==> src/rtl/bits_cols_rcon.sv <==
// AES key-schedule helper: splits a key into 32-bit words, merges words back
// into a flat vector and produces the round-constant word, all registered together.
module bits_cols_rcon #(
  parameter  int KEY_SIZE = 128,
  localparam int COL_NUM  = KEY_SIZE / 32
) (
  input  logic                    clk,
  input  logic                    rst_n,
  input  logic                    in_valid,
  input  logic [KEY_SIZE-1:0]     key_bits,
  input  logic [COL_NUM*32-1:0]   cols_in,
  input  logic [3:0]              rcon_idx,
  output logic                    out_valid,
  output logic [COL_NUM*32-1:0]   cols_out,
  output logic [KEY_SIZE-1:0]     bits_out,
  output logic [31:0]             rcon_word
);

  if (!(KEY_SIZE == 128 || KEY_SIZE == 192 || KEY_SIZE == 256)) begin : g_bad_key_size
    $error("bits_cols_rcon: KEY_SIZE must be 128, 192 or 256");
  end

  function automatic logic [7:0] xtime(input logic [7:0] b);
    return {b[6:0], 1'b0} ^ (b[7] ? 8'h1b : 8'h00);
  endfunction

  // rc(1) = 01, each further round doubles in GF(2^8); 0 and 11..15 yield zero
  function automatic logic [7:0] rc_byte(input logic [3:0] idx);
    logic [7:0] rc;
    rc = 8'h01;
    for (int unsigned n = 2; n <= 10; n++) begin
      if (32'(idx) >= n) rc = xtime(rc);
    end
    if (idx == 4'd0 || idx > 4'd10) rc = '0;
    return rc;
  endfunction

  logic                  out_valid_q, out_valid_d;
  logic [COL_NUM*32-1:0] cols_out_q,  cols_out_d;
  logic [KEY_SIZE-1:0]   bits_out_q,  bits_out_d;
  logic [31:0]           rcon_word_q, rcon_word_d;

  always_comb begin
    out_valid_d = in_valid;
    cols_out_d  = cols_out_q;
    bits_out_d  = bits_out_q;
    rcon_word_d = rcon_word_q;
    if (in_valid) begin
      // AES w0 is the most significant key word but sits in the lowest port slot
      for (int unsigned i = 0; i < COL_NUM; i++) begin
        cols_out_d[32*i +: 32]           = key_bits[KEY_SIZE-1-32*i -: 32];
        bits_out_d[KEY_SIZE-1-32*i -: 32] = cols_in[32*i +: 32];
      end
      rcon_word_d = {rc_byte(rcon_idx), 24'h000000};
    end
  end

  always_ff @(posedge clk or negedge rst_n) begin
    if (!rst_n) begin
      out_valid_q <= 1'b0;
      cols_out_q  <= '0;
      bits_out_q  <= '0;
      rcon_word_q <= '0;
    end else begin
      out_valid_q <= out_valid_d;
      cols_out_q  <= cols_out_d;
      bits_out_q  <= bits_out_d;
      rcon_word_q <= rcon_word_d;
    end
  end

  assign out_valid = out_valid_q;
  assign cols_out  = cols_out_q;
  assign bits_out  = bits_out_q;
  assign rcon_word = rcon_word_q;

endmodule

==> config.mk <==
export PLATFORM = sky130hd
export DESIGN_NAME = bits_cols_rcon
export DESIGN_NICKNAME = d
export VERILOG_FILES = /design/src/rtl/bits_cols_rcon.sv
export SDC_FILE = /design/constraint.sdc
export NUM_CORES = 1
export LEC_CHECK = 0
export CAP_MARGIN = 25
export CORE_AREA = 2 2 213 215
export CTS_CLUSTER_SIZE = 8
export DETAILED_ROUTE_END_ITERATION = 10
export DIE_AREA = 0 0 215 217
export MAX_ROUTING_LAYER = met4
export PLACE_DENSITY_LB_ADDON = 0.05
export RECOVER_POWER = 50
export SLEW_MARGIN = 40
export SYNTH_ARGS = -nofsm -noshare
export SYNTH_HDL_FRONTEND = slang
export SYNTH_SLANG_ARGS = --single-unit
==> constraint.sdc <==
create_clock -name clk -period 0.9 [get_ports clk]
set_input_delay 0.18 -clock clk [delete_from_list [all_inputs] [get_ports clk]]
set_output_delay 0.18 -clock clk [all_outputs]
set_load 0.01 [all_outputs]
Fig. 1: run 1, placement by cell class
Scale bar: 50 um.
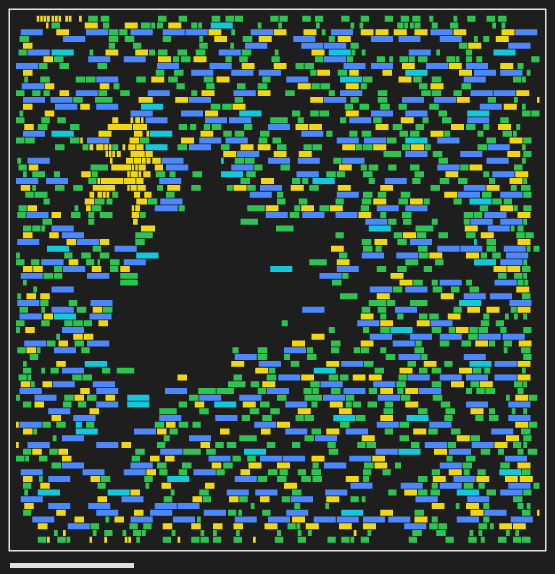
[green] other buffers and delay cells | cells: 723
[cyan] clock drivers and dummy loads | cells: 44
[yellow] combinational and other logic | cells: 343
[blue] flops | cells: 265
post-layout instance area: 19500 sq um
register fraction of the total cell area: 0.339

Fig. 2: run 1, signal wires on met1
Supply wires on this layer in gray. Cells faint in the background.
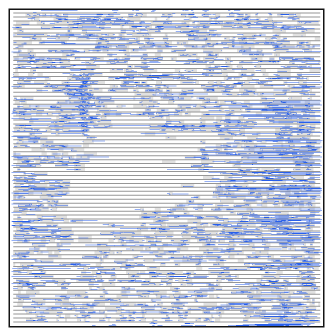
longest straight run: 75.4 um
main direction: horizontal
share of all routed wire: 39%
sum of routed wire length over all layers: 39.9 mm
GR met1 Demand/Resource: 0.194
count of vias placed by the detailed router: 8014

Fig. 3: run 1, clock network drawn from the DEF
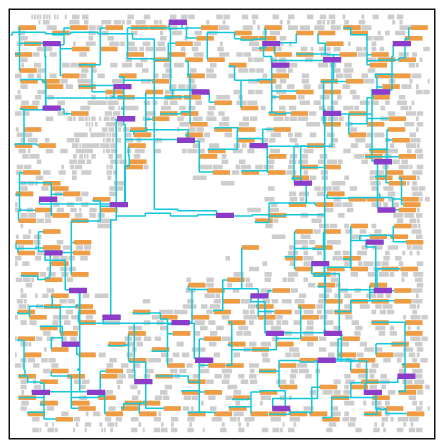
[cyan] clock wires | length: 4530 um
[orange] flip-flops | count: 265
[purple] clock drivers | count: 39
flops lie: spread over the die
power attributed to the clock group: 0.0132 W
clock network fraction of design power: 0.372
Skew-Pair Late Insertion Delay: 0.53 ns
post-route clock skew: 0 ns

## run 1: placed cells by master (no fill, tap or decap), types with 4 or more instances in the layout
cell and count:
sky130_fd_sc_hd__a21oi_2 4, sky130_fd_sc_hd__clkdlybuf4s50_1 256, sky130_fd_sc_hd__inv_1 9, sky130_fd_sc_hd__mux2_4 175, sky130_fd_sc_hd__dfrtp_1 264, sky130_fd_sc_hd__buf_6 218, sky130_fd_sc_hd__diode_2 6, sky130_fd_sc_hd__mux2_2 81
sky130_fd_sc_hd__buf_4 109, sky130_fd_sc_hd__clkbuf_16 41, sky130_fd_sc_hd__nand2_1 6, sky130_fd_sc_hd__buf_2 106, sky130_fd_sc_hd__conb_1 24, sky130_fd_sc_hd__buf_12 23, sky130_fd_sc_hd__buf_8 4
## run 1: final timing paths
kind	from	endpoint	slack (ns)	depth (start not counted)
setup / recovery	rcon_word[25]$_DFFE_PN0P_	rcon_word[25]	-0.39	1
hold / removal	in_valid	rcon_word[27]$_DFFE_PN0P_	0.14	4
setup reg to reg	cols_out[97]$_DFFE_PN0P_	cols_out[97]$_DFFE_PN0P_	-0.10	3
hold reg to reg	cols_out[53]$_DFFE_PN0P_	cols_out[53]$_DFFE_PN0P_	0.50	1
max in group asynchronous	rst_n	cols_out[27]$_DFFE_PN0P_	-0.13	4
min in group asynchronous	rst_n	bits_out[99]$_DFFE_PN0P_	0.15	2
## run 1: cell usage after synthesis, drive strengths merged (2+ instances only)
| library cell | number | area share |
|---|---|---|
| dfrtp | 265 | 0.64 |
| mux2 | 256 | 0.28 |
| buf | 57 | 0.040 |
| inv | 10 | 0.0036 |
| nand2 | 9 | 0.0033 |
| a21oi | 6 | 0.0033 |
| nor2 | 5 | 0.0021 |
| o21ai | 5 | 0.0028 |
| clkbuf | 3 | 0.0031 |
| o32ai | 3 | 0.0025 |
| a2111oi | 2 | 0.0017 |
| ha | 2 | 0.0024 |
| o221ai | 2 | 0.0017 |
## run 1: per-stage QoR
step | setup TNS, ns | setup slack (ns) | hold slack (ns) | utilization | cells
detailed placement | -114.95 | -1.13 | 0.0253 | 0.405 | 1875
global route | -125.90 | -0.439 | 0.124 | 0.437 | 1980
floorplan | -22.22 | -0.589 | -0.116 | - | 668
CTS | -104.34 | -0.448 | 0.0332 | 0.419 | 1946
finish | -96.47 | -0.391 | 0.138 | 0.437 | 1981
global placement | -112.97 | -1.09 | 0.0223 | 0.405 | 1875
## run 1: repair_timing
item                       4_1_cts  5_1_grt
setup endpoints to repair      276      335
resized                       1220      153
hold endpoints to repair       267        0
setup buffers                   25       73
pin swaps                        0       15
gates cloned                     0        0
hold buffers                     2        0
## run 1: registers in the layout (all words and copies together), names as in the netlist
| name | cells |
|---|---|
| cols_out | 128 |
| rcon_word | 8 |
| bits_out | 128 |
| out_valid | 1 |
## run 1: cell type report
| cell class | instances | share of cell area |
|---|---|---|
| Timing Repair Buffer | 723 | 0.355 |
| Sequential cell | 265 | 0.339 |
| Multi-Input combinational cell | 333 | 0.211 |
| Clock buffer | 43 | 0.0529 |
| Tap cell | 600 | 0.0384 |
| Inverter | 10 | 0.00192 |
| Antenna cell | 6 | 0.000768 |
| Clock inverter | 1 | 0.000384 |
==> out/README.md, run 1 <==
| Step | Item | This run |
|---|---|---|
| sta | Final-report max-slew violation count | 0 |
| pwr | Comb pwr | 0.00827 W |
| global routing | Vias in the first global route | 8611 |
| die | Area of the core | 44700 sq um |
| sta | Period utilization | 1.43 |
| sta | Setup WS post-layout | -0.391 ns |
| placement | Half-perimeter wire length after placement | 30.2 mm |
| global routing | Overall global routing resource usage | 0.172 |
| run | Max Cap Violations | 0 |
| logic synthesis | Yosys Warn Count | 0 |
| logic synthesis | Cell area after technology mapping | 10400 sq um |
| clock tree | CTS root buf | sky130_fd_sc_hd__clkbuf_16 |
| hold path | Worst hold-check path type | in2reg |
| sta | Setup repair after global routing missed its margin | yes |
| sta | Count of endpoints failing setup in the final report | 375 |
| finish | Fraction of final layout cells sized beyond drive strength 1 | 0.572 |
| placement | Routability-driven placement congestion ratio | 0.767 |
| pwr | Proportion of power drawn by flip-flops and latches | 0.394 |
| global routing | Pin count of the biggest net entering global routing | 45 |
| pwr | Net Sw Power | 0.00890 W |
| run | Number of warnings in the stage logs | 30 |
| logic synthesis | Commonest flop | sky130_fd_sc_hd__dfrtp_1 |
| sta | Highest clock rate | 0.774 GHz |
| logic synthesis | Post-synthesis cell type count | 40 |
| pwr | Largest vdd supply drop | 0.00130 V |
| status | Failing checks | negative setup slack |
| pwr | Sw frac | 0.252 |
| logic synthesis | Fraction of registers with async set/reset | 1.00 |
| logic synthesis | Largest family of logic cells by area | multiplexers |
| status | Outcome | complete, but fails checks |
| worst setup path | Element type at the critical path start | flip-flop |
| worst setup path | Cell type group with the largest total delay on the critical path | flip-flops |
| logic synthesis | Yosys chip area | 10400 sq um |
| global routing | First-pass GRT wire length | 57.7 mm |
| die | Die Outline Area | 46700 sq um |
| detailed routing | DRC violations left | 0 |
| worst setup path | WP data required | 0.72 ns |
| logic synthesis | Mean area per synthesized cell | 16.1 sq um |
| detailed routing | Routed wire length on met2 | 20.3 mm |
| detailed routing | WL/cell | 20.2 um |
| finish | Layout filler cell count | 4239 |
| global routing | Initial antenna violation count | 5 |
| clock tree | Clock input transition at the sequential cells of the worst setup and hold paths | 0.05 ns |
| global routing | Global Route met2 Usage | 0.287 |
| finish | Flip-flop and latch area | 6630 sq um |
| die | I/O pin count | 552 |
| logic synthesis | Yosys cell count | 645 |
Fig. 4: run 1, the clock network
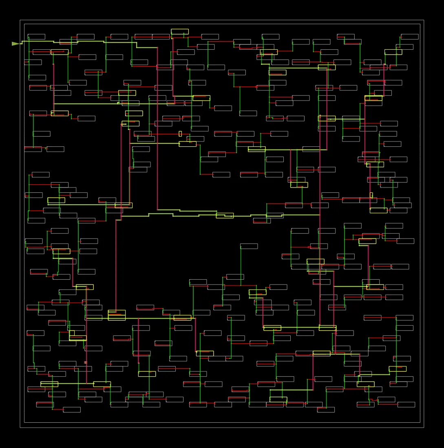

## Run 2: what changed since run 1
CTS_CLUSTER_SIZE = not set   (was 8)
Fig. 5: run 2, the clock network
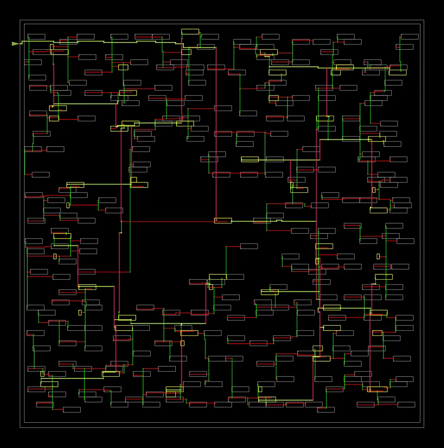
Num CTS Buffers: 34
Clock Sinks: 265

Fig. 6: run 2, placement by cell class
Scale bar: 50 um.
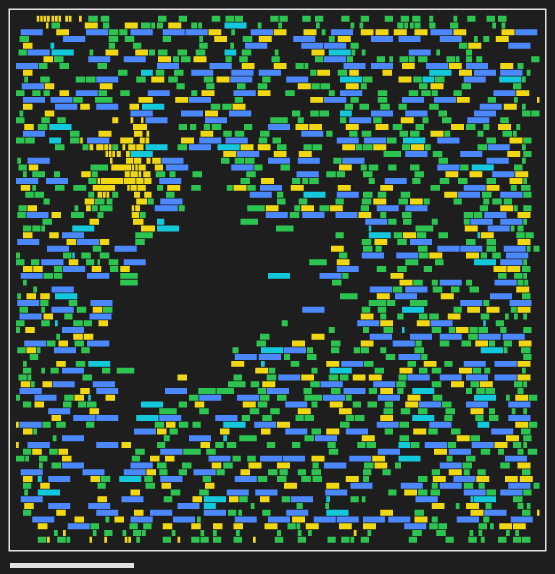
[blue] flops | cells: 265
[cyan] clock drivers and dummy loads | cells: 59
[yellow] combinational and other logic | cells: 343
[green] other buffers and delay cells | cells: 723
register fraction of the total cell area: 0.338
Cell Rows: 78

==> out/README.md, run 2 <==
| Step | Item | This run | Change |
|---|---|---|---|
| status | Outcome | complete, but fails checks | unchanged |
| status | Failing checks | negative setup slack | unchanged |
| worst setup path | Cell type group with the largest total delay on the critical path | flip-flops | unchanged |
| global routing | Initial antenna violation count | 6 | was 5 |
| sta | Minimum period implied by the final worst setup slack | 1.29 ns | about the same |
| pwr | Leakage dissipation | 9.23 nW | was 9.18 nW |
| placement | Area after DPL | 18100 sq um | unchanged |
| die | I/O pin count | 552 | unchanged |
| clock tree | Clock input transition at the sequential cells of the worst setup and hold paths | 0.06 ns | was 0.05 ns |
| placement | Half-perimeter wire length after placement | 30.2 mm | unchanged |
| logic synthesis | Yosys cell count | 645 | unchanged |
| logic synthesis | Cell accounting for the most synthesized area | sky130_fd_sc_hd__dfrtp_1 | unchanged |
| logic synthesis | Cell types with the highest counts after synthesis | 265 x sky130_fd_sc_hd__dfrtp_1, 256 x sky130_fd_sc_hd__mux2_2, 42 x sky130_fd_sc_hd__buf_4, 12 x sky130_fd_sc_hd__buf_2 | unchanged |
| pwr | Net Sw Power | 0.00909 W | was 0.00890 W |
| hold path | Worst hold-check path type | in2reg | unchanged |
| logic synthesis | Fraction of registers with async set/reset | 1.00 | unchanged |
| logic synthesis | Cell area after technology mapping | 10400 sq um | unchanged |
| global routing | First-pass GRT wire length | 57.8 mm | was 57.7 mm |
| detailed routing | M1 wire length | 15.8 mm | about the same |
| sta | Period utilization | 1.43 | about the same |
| pwr | Combinational Power Share | 0.232 | was 0.234 |
| logic synthesis | Ranking of synthesized cells by area | sky130_fd_sc_hd__dfrtp_1 64%, sky130_fd_sc_hd__mux2_2 28%, sky130_fd_sc_hd__buf_4 3.0% | unchanged |
| sta | Post-route clock skew | 0 ns | unchanged |
| logic synthesis | Dominant cell by count in the synthesized netlist | sky130_fd_sc_hd__dfrtp_1 | unchanged |
| clock tree | Skew-Pair Late Insertion Delay | 0.52 ns | was 0.53 ns |
| global routing | Pin count of the biggest net entering global routing | 45 | unchanged |
| logic synthesis | Post-synthesis cell type count | 40 | unchanged |
| finish | Number of standard cells in the final layout excluding fillers | 1996 | was 1981 |
| detailed routing | Final antenna-violating net count | 0 | unchanged |
| pwr | Clock network fraction of design power | 0.379 | was 0.372 |
| placement | Pre-CTS WS | -1.13 ns | unchanged |
| logic synthesis | Commonest flop | sky130_fd_sc_hd__dfrtp_1 | unchanged |
| clock tree | CTS root buf | sky130_fd_sc_hd__clkbuf_16 | unchanged |
| sta | Setup WS post-layout | -0.385 ns | was -0.391 ns |
| die | Die Outline Area | 46700 sq um | unchanged |
| sta | Setup repair after global routing missed its margin | yes | unchanged |
| pwr | Sw frac | 0.255 | was 0.252 |
| logic synthesis | Yosys Warn Count | 0 | unchanged |
| run | Number of warnings in the stage logs | 30 | unchanged |
| detailed routing | Routed wire length on met2 | 20.3 mm | about the same |
| detailed routing | Metal3 WL | 3.11 mm | was 3.08 mm |
| worst setup path | WP data required | 0.72 ns | about the same |
| run | Max Cap Violations | 0 | unchanged |
| detailed routing | DRC violations left | 0 | unchanged |
| placement | Number of buffer cells added on primary ports | 527 | unchanged |
| worst setup path | Element type at the critical path start | flip-flop | unchanged |
| global routing | Vias in the first global route | 8617 | was 8611 |
| placement | Number of cells in the design after placement | 1875 | unchanged |
| detailed routing | Sum of routed wire length over all layers | 40.0 mm | was 39.9 mm |
| worst setup path | CP Max Fanout | 2 | unchanged |
| detailed routing | WL/cell | 20.1 um | was 20.2 um |
| sta | Highest clock rate | 0.778 GHz | was 0.774 GHz |
| finish | Post-Route Utilization | 0.439 | was 0.437 |
| logic synthesis | Mean area per synthesized cell | 16.1 sq um | unchanged |
| placement | Routability-driven placement congestion ratio | 0.767 | unchanged |
| pwr | Proportion of power drawn by flip-flops and latches | 0.390 | was 0.394 |
| pwr | Internal power | 0.0266 W | was 0.0265 W |
| sta | Number of failing hold endpoints at the final stage | 0 | unchanged |
| detailed routing | Count of vias placed by the detailed router | 8027 | was 8014 |
| finish | Post-layout instance area | 19600 sq um | was 19500 sq um |
| finish | Leading cell type in the layout, fill and taps excluded | sky130_fd_sc_hd__dfrtp_1 | unchanged |
| die | Area of the core | 44700 sq um | unchanged |
| global routing | Overall global routing resource usage | 0.172 | about the same |
| sta | Final-report max-slew violation count | 0 | unchanged |
| detailed routing | Number of DRC markers in iteration 0 | 331 | was 248 |
| logic synthesis | Count of library flops with an enable pin | 0 | unchanged |
| pwr | Largest vdd supply drop | 0.00122 V | was 0.00130 V |
| logic synthesis | Share of the synthesized area in the top cell type | 0.640 | unchanged |
| logic synthesis | Yosys chip area | 10400 sq um | unchanged |
| finish | Nets | 1632 | was 1637 |
| sta | Count of endpoints failing setup in the final report | 374 | was 375 |
| finish | Most numerous logic cells after layout | 264 x sky130_fd_sc_hd__dfrtp_1, 256 x sky130_fd_sc_hd__clkdlybuf4s50_1, 217 x sky130_fd_sc_hd__buf_6 | was 264 x sky130_fd_sc_hd__dfrtp_1, 256 x sky130_fd_sc_hd__clkdlybuf4s50_1, 218 x sky130_fd_sc_hd__buf_6 |
| finish | Fraction of final layout cells sized beyond drive strength 1 | 0.574 | was 0.572 |
==> run 2: cell count changes in the layout (fill, tap and decap cells not counted), moves of 4 or more <==
cell	before	now
sky130_fd_sc_hd__clkbuf_8	0	8
sky130_fd_sc_hd__clkbuf_16	41	37
sky130_fd_sc_hd__clkinv_2	0	5
sky130_fd_sc_hd__clkbuf_1	3	9
==> run 2: worst register-to-register path, stage by stage, from the launching register on <==
cell and delay (ns):
sky130_fd_sc_hd__dfrtp_1 0.41, sky130_fd_sc_hd__buf_6 0.13, sky130_fd_sc_hd__buf_6 0.10, sky130_fd_sc_hd__mux2_4 0.25
==> run 2: layer usage <==
layer	global-route usage	vias to the layer above
li1	-	3684
met1	0.195	3978
met2	0.289	312
met3	0.0579	53
met4	0.0506	0
met5	-	-
==> run 2: final cells by class <==
class,instances,area (sq um)
Antenna cell,6,15.0
Timing Repair Buffer,723,6940
Clock buffer,53,1070
Clock inverter,6,33.8
Inverter,10,37.5
Multi-Input combinational cell,333,4130
Sequential cell,265,6630
Fill cell,4244,25100
Tap cell,600,751
==> run 2: per-stage QoR <==
| step | hold WS [ns] | setup TNS [ns] |
|---|---|---|
| floorplan | -0.116 | -22.22 |
| global placement | 0.0223 | -112.97 |
| detailed placement | 0.0253 | -114.95 |
| CTS | 0.0394 | -103.52 |
| global route | 0.146 | -125.38 |
| finish | 0.140 | -95.41 |
==> run 2: path summary, 6_finish.rpt <==
path	startpoint	end	slack (ns)	depth (start not counted)
max	rcon_word[25]$_DFFE_PN0P_	rcon_word[25]	-0.39	1
min	in_valid	bits_out[124]$_DFFE_PN0P_	0.14	3
max reg2reg	cols_out[97]$_DFFE_PN0P_	cols_out[97]$_DFFE_PN0P_	-0.10	3
min reg2reg	cols_out[20]$_DFFE_PN0P_	cols_out[20]$_DFFE_PN0P_	0.50	1
max in group asynchronous	rst_n	cols_out[25]$_DFFE_PN0P_	-0.13	4
min in group asynchronous	rst_n	bits_out[78]$_DFFE_PN0P_	0.15	2
==> run 2: power by group through the flow <==
stage / registers (W) / clock network [W] / logic, W
2_1_floorplan: 0.0145 / 0 / 0.00244
3_3_place_gp: 0.0139 / 0 / 0.00815
3_5_place_dp: 0.0140 / 0 / 0.00814
4_1_cts: 0.0138 / 0.0141 / 0.00782
5_1_grt: 0.0140 / 0.0146 / 0.00881
6_report: 0.0139 / 0.0135 / 0.00826
==> run 2: logic make-up after synthesis <==
kind of cell,synth area share
other,0.000362
xor gates and xnor gates,0.000846
muxes,0.279
and+or+nand+nor,0.00846
DFF,0.640
AOI/OAI and AO/OA,0.0221
adders and majority gates,0.00242
buffers and inverters,0.0463
==> run 2: repair_timing <==
item	4_1_cts	5_1_grt
hold buffers	2	0
setup buffers	29	69
pin swaps	1	12
cloned	0	0
hold endpoints to repair	267	0
gates resized	1222	155
setup endpoints to repair	277	337
Fig. 7: run 2, clock network drawn from the DEF
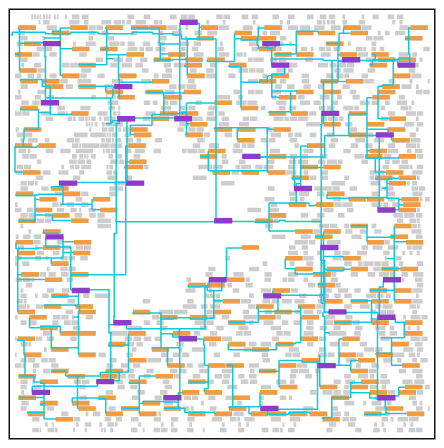

## Run 3: what changed since run 2
ABC_CLOCK_PERIOD_IN_PS = 900   (was not set)
CTS_CLUSTER_SIZE = 14   (was not set)
Fig. 8: run 3, clock network drawn from the DEF
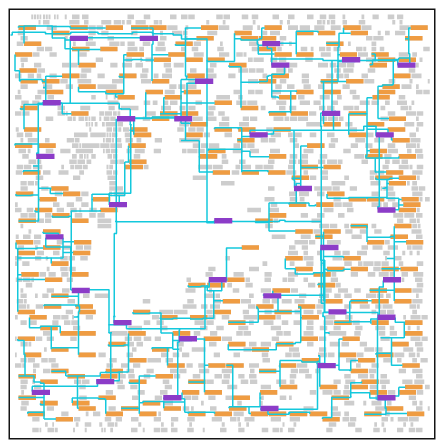
[orange] flip-flops | count: 265
[cyan] clock wires | length: 4610 um
[purple] clock drivers | count: 34
flops lie: spread over the die
Skew-Pair Late Insertion Delay: 0.52 ns
clock network fraction of design power: 0.384
power attributed to the clock group: 0.0138 W

Fig. 9: run 3, signal wires on met1
Supply wires on this layer in gray. Cells faint in the background.
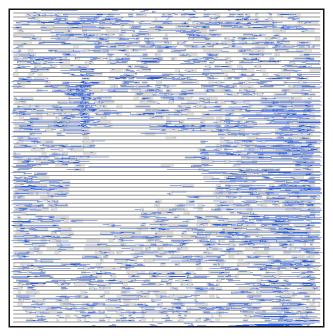
nets with wire on the layer: 1456
longest straight run: 75.4 um
main direction: horizontal
wire length on this layer: 15800 um
share of all routed wire: 39%
count of vias placed by the detailed router: 8039
GR met1 Demand/Resource: 0.194
sum of routed wire length over all layers: 40.1 mm

==> out/README.md, run 3 <==
| Step | Item | This run | Change |
|---|---|---|---|
| pwr | Leakage dissipation | 9.26 nW | was 9.23 nW |
| worst setup path | CP Max Fanout | 2 | unchanged |
| worst setup path | Element type at the critical path start | flip-flop | unchanged |
| placement | Area after DPL | 18100 sq um | unchanged |
| sta | Setup WS post-layout | -0.383 ns | was -0.385 ns |
| clock tree | Clock Sinks | 265 | unchanged |
| finish | Most numerous logic cells after layout | 264 x sky130_fd_sc_hd__dfrtp_1, 256 x sky130_fd_sc_hd__clkdlybuf4s50_1, 217 x sky130_fd_sc_hd__buf_6 | unchanged |
| run | Max Cap Violations | 0 | unchanged |
| placement | Number of cells in the design after placement | 1875 | unchanged |
| logic synthesis | Share of the synthesized area in the top cell type | 0.640 | unchanged |
| logic synthesis | Cell area after technology mapping | 10400 sq um | unchanged |
| status | Failing checks | negative setup slack | unchanged |
| sta | Count of endpoints failing setup in the final report | 372 | was 374 |
| die | Die Outline Area | 46700 sq um | unchanged |
| finish | Layout filler cell count | 4236 | was 4244 |
| detailed routing | DRC violations left | 0 | unchanged |
| sta | Final-report max-slew violation count | 0 | unchanged |
| die | I/O pin count | 552 | unchanged |
| logic synthesis | Mean area per synthesized cell | 16.1 sq um | unchanged |
| logic synthesis | Yosys chip area | 10400 sq um | unchanged |
| logic synthesis | Count of library flops with an enable pin | 0 | unchanged |
| die | Cell Rows | 78 | unchanged |
| logic synthesis | Yosys cell count | 645 | unchanged |
| logic synthesis | Post-synthesis cell type count | 40 | unchanged |
| run | Number of warnings in the stage logs | 30 | unchanged |
| clock tree | Clock input transition at the sequential cells of the worst setup and hold paths | 0.06 ns | about the same |
| clock tree | CTS root buf | sky130_fd_sc_hd__clkbuf_16 | unchanged |
| pwr | Net Sw Power | 0.00914 W | was 0.00909 W |
| global routing | First-pass GRT wire length | 57.9 mm | was 57.8 mm |
| logic synthesis | Fraction of registers with async set/reset | 1.00 | unchanged |
| detailed routing | Number of DRC markers in iteration 0 | 316 | was 331 |
| sta | Setup repair after global routing missed its margin | yes | unchanged |
| finish | Nets | 1635 | was 1632 |
| sta | Post-route clock skew | 0 ns | unchanged |
| sta | Minimum period implied by the final worst setup slack | 1.28 ns | was 1.29 ns |
| logic synthesis | Commonest flop | sky130_fd_sc_hd__dfrtp_1 | unchanged |
| global routing | Overall global routing resource usage | 0.172 | about the same |
| pwr | Proportion of power drawn by flip-flops and latches | 0.386 | was 0.390 |
| finish | Number of standard cells in the final layout excluding fillers | 2000 | was 1996 |
| global routing | Initial antenna violation count | 6 | unchanged |
| logic synthesis | Cell types with the highest counts after synthesis | 265 x sky130_fd_sc_hd__dfrtp_1, 256 x sky130_fd_sc_hd__mux2_2, 42 x sky130_fd_sc_hd__buf_4, 12 x sky130_fd_sc_hd__buf_2 | unchanged |
| placement | Half-perimeter wire length after placement | 30.2 mm | unchanged |
| hold path | Worst hold-check path type | in2reg | unchanged |
| status | Outcome | complete, but fails checks | unchanged |
| finish | Post-layout instance area | 19700 sq um | was 19600 sq um |
| sta | Worst hold slack | 0.136 ns | was 0.140 ns |
| detailed routing | Final antenna-violating net count | 0 | unchanged |
| sta | Highest clock rate | 0.779 GHz | was 0.778 GHz |
| logic synthesis | Cell accounting for the most synthesized area | sky130_fd_sc_hd__dfrtp_1 | unchanged |
| logic synthesis | Yosys Warn Count | 0 | unchanged |
| finish | Post-Route Utilization | 0.440 | was 0.439 |
| worst setup path | WP data required | 0.72 ns | about the same |
| logic synthesis | Dominant cell by count in the synthesized netlist | sky130_fd_sc_hd__dfrtp_1 | unchanged |
| worst setup path | Cell type group with the largest total delay on the critical path | flip-flops | unchanged |
| pwr | Sw frac | 0.254 | was 0.255 |
| global routing | Vias in the first global route | 8659 | was 8617 |
| global routing | Pin count of the biggest net entering global routing | 45 | unchanged |
| pwr | Combinational Power Share | 0.230 | was 0.232 |
[run 3: final timing paths]
kind,from,endpoint,slack (ns),depth (start not counted)
min reg2reg,cols_out[20]$_DFFE_PN0P_,cols_out[20]$_DFFE_PN0P_,0.50,1
max in group asynchronous,rst_n,cols_out[25]$_DFFE_PN0P_,-0.12,4
max,rcon_word[25]$_DFFE_PN0P_,rcon_word[25],-0.38,1
min,in_valid,bits_out[124]$_DFFE_PN0P_,0.14,3
max reg2reg,cols_out[97]$_DFFE_PN0P_,cols_out[97]$_DFFE_PN0P_,-0.10,3
min in group asynchronous,rst_n,bits_out[78]$_DFFE_PN0P_,0.15,2
[run 3: worst min-delay path, delay by kind of cell]
family | cells | cell delay, ns
buffers and inverters | 2 | 0.27
muxes | 1 | 0.17
[run 3: per-stage QoR]
step / setup TNS (ns) / setup slack (ns)
after floorplan: -22.22 / -0.589
after global placement: -112.97 / -1.09
after detailed placement: -114.95 / -1.13
after CTS: -103.62 / -0.441
after global routing: -125.44 / -0.430
final: -95.28 / -0.383
[run 3: cell families (layout without fill, tap and decap cells)]
group                      count (synthesis)  in the layout  synth area share
muxes                                    257            257             0.279
and+or+nand+nor                           19             19           0.00846
adders and majority gates                  2              2           0.00242
xor gates and xnor gates                   1              1          0.000846
buffers and inverters                     70            796            0.0463
DFF                                      265            265             0.640
AOI/OAI and AO/OA                         30             30            0.0221
other                                      1             30          0.000362
[run 3: cell type report]
class,instances,area [sq um],area share
repair buffers,726,6960,0.354
multi-input cells,333,4150,0.211
inverters,10,37.5,0.00191
clock buffers,53,1070,0.0542
clock inverters,7,60.1,0.00305
diodes,6,15.0,0.000764
flip-flops and latches,265,6630,0.337
well taps,600,751,0.0382
[run 3: power by group through the flow]
stage,clock network (W),registers (W),logic [W]
2_1_floorplan,0,0.0145,0.00244
3_3_place_gp,0,0.0139,0.00815
3_5_place_dp,0,0.0140,0.00814
4_1_cts,0.0144,0.0138,0.00781
5_1_grt,0.0149,0.0140,0.00883
6_report,0.0138,0.0139,0.00828
[run 3: timing repair]
| item | 4_1_cts | 5_1_grt |
|---|---|---|
| setup buffers | 29 | 71 |
| hold buffers | 2 | 0 |
| resized | 1222 | 151 |
| endpoints found under the setup margin | 276 | 336 |
| hold endpoints to repair | 267 | 0 |
| pin swaps | 1 | 11 |
[run 3: metal layers]
layer	wire length, um	track usage
met5	0	-
met4	745	0.0508
met3	3100	0.0588
met2	20400	0.289
met1	15800	0.194
Power figures rest on the tool's default switching activity, not on a simulated workload.
